===== src/rtl/mskaes_in_sharer_pkg.sv =====
// mskaes_in_sharer_pkg: shared block width and FSM state encoding for the input sharer
package mskaes_in_sharer_pkg;
    localparam int BLK_W = 128;
    localparam logic [1:0] ST_IDLE   = 2'd0;
    localparam logic [1:0] ST_GATHER = 2'd1;
    localparam logic [1:0] ST_ISSUE  = 2'd2;
    localparam logic [1:0] ST_WAIT   = 2'd3;
endpackage


===== src/rtl/mskaes_share_gen.sv =====
// mskaes_share_gen: combinational d-share bit-interleaved masking of a data word
// ports: data (width) unmasked word, rnd ((d-1)*width) random bits, sh (d*width) shares,
//        share j of bit i sits at sh[d*i+j]; the last share carries data ^ all random shares
module mskaes_share_gen #(
    parameter int d     = 2,
    parameter int width = 128
) (
    input  logic [width-1:0]       data,
    input  logic [(d-1)*width-1:0] rnd,
    output logic [d*width-1:0]     sh
);
    always_comb begin
        sh = '0;
        for (int i = 0; i < width; i++) begin
            for (int j = 0; j < d-1; j++) sh[d*i+j] = rnd[i*(d-1)+j];
            sh[d*i+d-1] = data[i] ^ (^rnd[i*(d-1) +: d-1]);
        end
    end
endmodule


===== src/rtl/mskaes_in_sharer.sv =====
// mskaes_in_sharer: masks an unmasked plaintext/key job with PRNG beats and hands shares to a masked AES core
// ports: clk/rst clock and sync active-high reset; in_valid/in_ready/plaintext/key job input;
//        rnd_in/rnd_valid/rnd_ready PRNG stream; sh_plaintext/sh_key interleaved shares;
//        aes_valid_in/aes_ready start handshake; cipher_valid core done; busy job in flight
module mskaes_in_sharer
    import mskaes_in_sharer_pkg::*;
#(
    parameter int d     = 2,
    parameter int RND_W = 32
) (
    input  logic               clk,
    input  logic               rst,
    input  logic               in_valid,
    output logic               in_ready,
    input  logic [BLK_W-1:0]   plaintext,
    input  logic [BLK_W-1:0]   key,
    input  logic [RND_W-1:0]   rnd_in,
    input  logic               rnd_valid,
    output logic               rnd_ready,
    output logic [BLK_W*d-1:0] sh_plaintext,
    output logic [BLK_W*d-1:0] sh_key,
    output logic               aes_valid_in,
    input  logic               aes_ready,
    input  logic               cipher_valid,
    output logic               busy
);
    localparam int R_W   = 2*BLK_W*(d-1);
    localparam int N     = R_W/RND_W;
    localparam int CNT_W = $clog2(N+1);
    logic [1:0]         state;
    logic [CNT_W-1:0]   cnt;
    logic [R_W-1:0]     r_q, r_nx;
    logic [BLK_W-1:0]   pt_q, key_q;
    logic [BLK_W*d-1:0] sh_pt_nx, sh_key_nx;
    logic               beat, last;
    assign in_ready     = state == ST_IDLE;
    assign rnd_ready    = state == ST_GATHER;
    assign aes_valid_in = state == ST_ISSUE;
    assign busy         = state != ST_IDLE;
    assign beat         = rnd_valid && rnd_ready;
    assign last         = beat && cnt == CNT_W'(N-1);
    // shares are built from R with the current beat merged so the final beat lands in the ISSUE-entry registers
    always_comb begin
        r_nx = r_q;
        if (beat) r_nx[int'(cnt)*RND_W +: RND_W] = rnd_in;
    end
    mskaes_share_gen #(.d(d), .width(BLK_W)) u_pt_gen (
        .data(pt_q),
        .rnd(r_nx[BLK_W*(d-1)-1:0]),
        .sh(sh_pt_nx)
    );
    mskaes_share_gen #(.d(d), .width(BLK_W)) u_key_gen (
        .data(key_q),
        .rnd(r_nx[R_W-1 -: BLK_W*(d-1)]),
        .sh(sh_key_nx)
    );
    always_ff @(posedge clk) begin
        if (rst) begin
            state        <= ST_IDLE;
            cnt          <= '0;
            r_q          <= '0;
            pt_q         <= '0;
            key_q        <= '0;
            sh_plaintext <= '0;
            sh_key       <= '0;
        end else begin
            case (state)
                ST_IDLE: if (in_valid) begin
                    pt_q  <= plaintext;
                    key_q <= key;
                    cnt   <= '0;
                    state <= ST_GATHER;
                end
                ST_GATHER: if (beat) begin
                    r_q <= r_nx;
                    cnt <= cnt + 1'b1;
                    if (last) begin
                        sh_plaintext <= sh_pt_nx;
                        sh_key       <= sh_key_nx;
                        state        <= ST_ISSUE;
                    end
                end
                ST_ISSUE: if (aes_ready) begin
                    pt_q  <= '0;
                    key_q <= '0;
                    r_q   <= '0;
                    state <= ST_WAIT;
                end
                default: if (cipher_valid) begin
                    sh_plaintext <= '0;
                    sh_key       <= '0;
                    state        <= ST_IDLE;
                end
            endcase
        end
    end
endmodule


===== config.mk =====
export PLATFORM = sky130hd
export DESIGN_NAME = mskaes_in_sharer
export DESIGN_NICKNAME = d
export VERILOG_FILES = /design/src/rtl/mskaes_in_sharer_pkg.sv /design/src/rtl/mskaes_share_gen.sv /design/src/rtl/mskaes_in_sharer.sv
export SDC_FILE = /design/constraint.sdc
export NUM_CORES = 2
export LEC_CHECK = 0
export ABC_CLOCK_PERIOD_IN_PS = 3150
export CAP_MARGIN = 20
export CORE_AREA = 2 2 315 317
export CTS_BUF_LIST = sky130_fd_sc_hd__clkbuf_16
export DETAILED_ROUTE_END_ITERATION = 16
export DIE_AREA = 0 0 317 319
export HOLD_SLACK_MARGIN = 0.05
export PLACE_DENSITY = 0.65
export SYNTH_ARGS = -nofsm -noshare
export SYNTH_HDL_FRONTEND = slang
export SYNTH_SLANG_ARGS = --single-unit

===== constraint.sdc =====
create_clock -name clk -period 3.15 [get_ports clk]
set_input_delay 0.63 -clock clk [delete_from_list [all_inputs] [get_ports clk]]
set_output_delay 0.63 -clock clk [all_outputs]
set_load 0.05 [all_outputs]

sizes.png
(1.5 px per um)
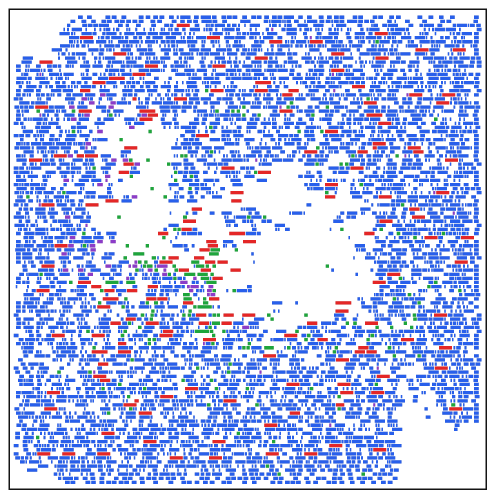
green -> _3 and _4 cells  # cells 197, most used buf_4
red -> _6 and larger  # cells 172, most used clkbuf_16
blue -> _0 and _1 cells  # cells 4,839, most used dfxtp_1
purple -> _2 cells  # cells 72, most used mux2_2

io_placement.png
(1.5 px per um) Pins as bars across the die edge, other pins in gray.
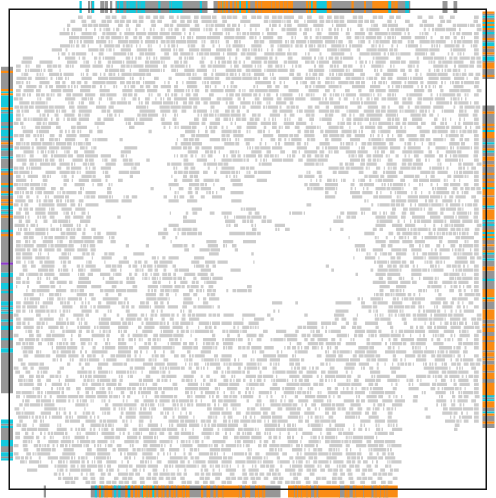
purple -> cipher_valid  # pins 1, direction input, edge left
cyan -> plaintext  # pins 128, direction input, edge 51 left, 44 top, 24 right, 9 bottom
orange -> sh_key  # pins 256, direction output, edge 107 bottom, 83 right, 54 top, 12 left
all pins by edge = 222 top, 217 bottom, 191 right, 180 left

placement.png
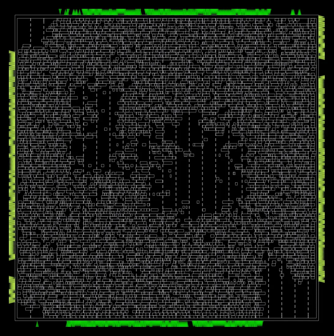
final core occ: 0.551
Taps Inserted: 1,287
Core Box Area: 97,700 um^2
flop share of the area: 0.383

wires.png
(1.5 px per um) Only two layers are drawn.
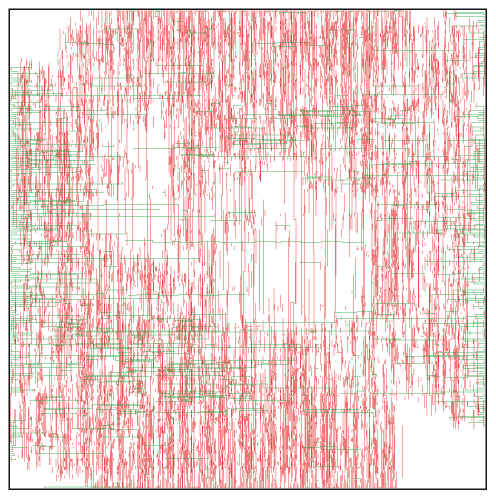
green -> metal 3  # wire length 11,800 um
red -> metal 2  # wire length 69.0 mm

io_fan.png
(1 px per um)
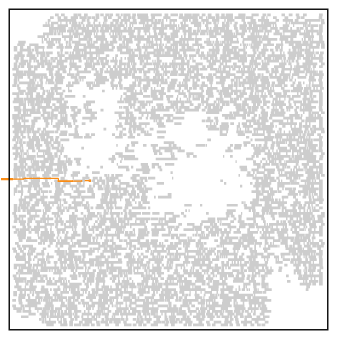
orange -> cipher_valid  # bits 1, direction input, end cells 1, buffers 1, wire 79.1 um

==> ci_impl_report.md <==
## Synthesis and layout report

| Metric | Value |
|---|---|
| Combinational fraction of design power | `0.286` |
| Clock net power | `12.5 mW` |
| Hold EP | `r_q[5]$_SDFFE_PP0P_` |
| Final non-filler cell total | `6,579` |
| I/O Pins | `810` |
| DIE HEIGHT | `319 um` |
| R2R Setup Slk | `0.24 ns` |
| Max cap viols | `0` |
| Worst skew pair latency | `0.70 ns` |
| Crit path required time | `2.52 ns` |
| Worst hold slack | `0.206 ns` |
| R2R Path End | `r_q[148]$_SDFFE_PP0P_` |
| Yosys warning count | `0` |
| Detail-routed net length per standard cell | `23.2 um` |
| # placed instances | `6,366` |
| Yosys chip area | `39,700 um^2` |
| TritonCTS clock tree | `built` |
| Clk pwr share | `0.322` |
| Worst hold path cell count | `2` |
| R2R Path Start | `cnt[1]$_SDFFE_PP0P_` |
| Vias in the first global route | `33,100` |
| Clock root buffer | `clkbuf_16` |
| Slew margin rel. | `0.124` |
| Final ANT Viol Nets | `0` |
| Hold_buf cts | `0` |
| Syn Inst Count | `4,393` |
| Power Density | `722 nW/um^2` |
| Final nets | `5,491` |
| First-pass GRT wire length | `221 mm` |
| Type of element capturing the critical path | `output pin` |
| Final-layout fill cell count | `8,968` |
| Number of logged tool warnings | `33` |
| Drc violations | `0` |
| Ys cells | `4,393` |
| Adder share | `0.00189` |
| Pre-CTS setup slack | `-0.132 ns` |
| Final Max Slew Viols | `0` |
| Max frequency | `0.327 GHz` |
| Grt total ovfl | `0` |
| And+or+nand+nor area frac | `0.174` |
| Total CTS buffers | `109` |
| Max stage delay on crit path | `0.88 ns` |
| Dominant flop cell | `dfxtp_1` |
| CP Class | `flip-flop to output pin` |
| Post-synth EDFFs | `0` |
| P_int | `25.1 mW` |
| Placed cell area | `50,300 um^2` |
| Netlist cell types | `56` |
| Worst-path clk slew | `0.06 ns` |
| Layout cell share with drive strength beyond 1 | `0.0835` |
| Final Hold Vio Count | `0` |
| First DRT Iteration DRCs | `3,094` |
| Switching Fraction | `0.353` |
| FFs w/ async S/R, synth | `0` |
| Post-Syn Area | `39,700 um^2` |
| Switching power | `13.7 mW` |
| Routed WL | `153 mm` |
| Number of synthesized register bits | `1,030` |
| Final Wtd Congestion | `0.875` |
| Gr usage total | `0.291` |
| Router iterations before antenna repair | `6` |
| Leak pwr | `18.9 nW` |
| H-tree lvl count | `3` |
| Measured slew at the worst slew-check pin | `1.31 ns` |
| Syn nets | `4,693` |
| R2R depth | `10` |
| Final HPWL DP | `108 mm` |
| Die W | `317 um` |
| Routed vias | `34,900` |
| CP max-delay cell | `clkdlybuf4s50_1` |
| Main area contributors | `dfxtp_1, nand2_1, o21ai_0, mux2i_1, nor3b_1` |
| CP Cell Sequence | `inv_1, ha_1, clkdlybuf4s50_1` |
| Final setup margin | `0.0917 ns` |
| Initial antenna violation count | `23` |
| Arrival time worst endpoint | `2.43 ns` |
| Top Consumer | `sequential cells` |
| Tmin final | `3.06 ns` |
| Vias per Instance | `5.31` |
| Largest net degree at the start of global routing | `181` |
| Longest Clk Path Bufs | `3` |
| Sequential Power Share | `0.392` |
| FP Util | `0.406` |
| Sequential group power | `15.2 mW` |
| Combinational cell power | `11.1 mW` |
| Aoi/oai-family share of the synthesized area | `0.158` |
| P&R area growth vs syn | `35.6%` |
| Worst IR Drop VDD | `0.530 mV` |
| Synthesized area per cell | `9.03 um^2` |
| Synth Area in XOR/XNOR | `0.0507` |
| Critical path peak fanout | `7` |
| Final setup viols | `0` |
| Design area | `53,800 um^2` |
| CP Launch Type | `flip-flop` |
| MUX area fraction | `0.0578` |
| Largest logic family | `simple AND/OR/NAND/NOR gates` |
| Status | `finished, final reports clean` |
| RSZ-0062 raised after global routing | `false` |
| Hold_sp | `rst` |
| Cell type with the largest total area | `dfxtp_1` |
| Total power | `38.9 mW` |
==> worst max-delay path by stage <==
stage                               start                        to  cells after the start
floorplan             cnt[0]$_SDFFE_PP0P_  sh_key[163]$_SDFFE_PP0P_                     11
global placement                rnd_valid    sh_key[1]$_SDFFE_PP0P_                      8
detailed placement              rnd_valid    sh_key[1]$_SDFFE_PP0P_                      8
CTS                 state[1]$_SDFFE_PP0P_                 rnd_ready                      3
global route        state[0]$_SDFFE_PP0P_                  in_ready                      3
finish              state[0]$_SDFFE_PP0P_                  in_ready                      3
==> synthesized netlist by cell type (8+ instances only) <==
master        n
nand4_1      15
xor2_1      194
nor3_1       20
dfxtp_1    1030
a21boi_0     15
mux2i_1     193
and2_1       74
o31ai_1      14
o21a_1        9
o21ai_1     196
nand2_1     660
buf_4        16
a21o_1        8
a22o_1       16
nor3b_1     257
a22oi_1      64
inv_1        21
a211o_1      12
buf_2        75
nand3_1      42
o2bb2ai_1    80
xnor2_1      34
buf_1         8
clkbuf_1    233
mux2_2       32
o21ai_0     389
nor2_1      336
a21oi_1     271
==> per-layer routing <==
| layer | routed length (um) | part of all wire | track usage | vias up |
|---|---|---|---|---|
| li1 | - | - | - | 16600 |
| met1 | 65300 | 0.43 | 0.381 | 16800 |
| met2 | 69000 | 0.45 | 0.460 | 1219 |
| met3 | 11800 | 0.077 | 0.0664 | 261 |
| met4 | 6750 | 0.044 | 0.125 | 10 |
| met5 | 72 | 0.00047 | 0 | - |
==> area by class of cell <==
type | count | area (um^2) | share of cell area
clock inverters | 91 | 697 | 0.0130
multi-input cells | 3007 | 17700 | 0.330
well taps | 1287 | 1610 | 0.0299
diodes | 12 | 30.0 | 0.000558
inverters | 21 | 78.8 | 0.00147
clock buffers | 109 | 2730 | 0.0507
repair buffers | 1022 | 10300 | 0.191
flip-flops and latches | 1030 | 20600 | 0.383
==> layout by cell type (no fill, tap or decap), types with 9 or more instances in the layout <==
cell type,instances
dfxtp_1,1029
clkdlybuf4s50_1,806
nand2_1,658
o21ai_0,389
nor2_1,334
a21oi_1,270
nor3b_1,257
xor2_1,194
o21ai_1,194
mux2i_1,192
buf_4,166
clkbuf_16,109
o2bb2ai_1,80
and2_1,73
a22oi_1,64
buf_12,47
inv_1,41
nand3_1,37
xnor2_1,34
mux2_2,32
clkinv_1,23
clkinv_2,22
nor3_1,19
a22o_1,16
nand4_1,15
a21boi_0,15
o31ai_1,14
diode_2,12
a211o_1,12
o21a_1,9
==> state kept, by name, indices dropped and copies added, names as in the netlist <==
signal / count
pt_q: 128
r_q: 256
key_q: 128
state: 2
cnt: 4
sh_key: 256
sh_plaintext: 256
==> what timing repair did <==
item                                    4_1_cts  5_1_grt
resized                                       1        2
hold endpoints to repair                      0        0
endpoints found under the setup margin        1        2
setup buffers                                 0        0
==> worst max-delay path: cells and delay by family (launching register included) <==
family | cells | cell delay (ns)
buffers and inverters | 2 | 1.01
adders and majority gates | 1 | 0.41
DFF | 1 | 0.32
Power and IR drop assume default switching activity.
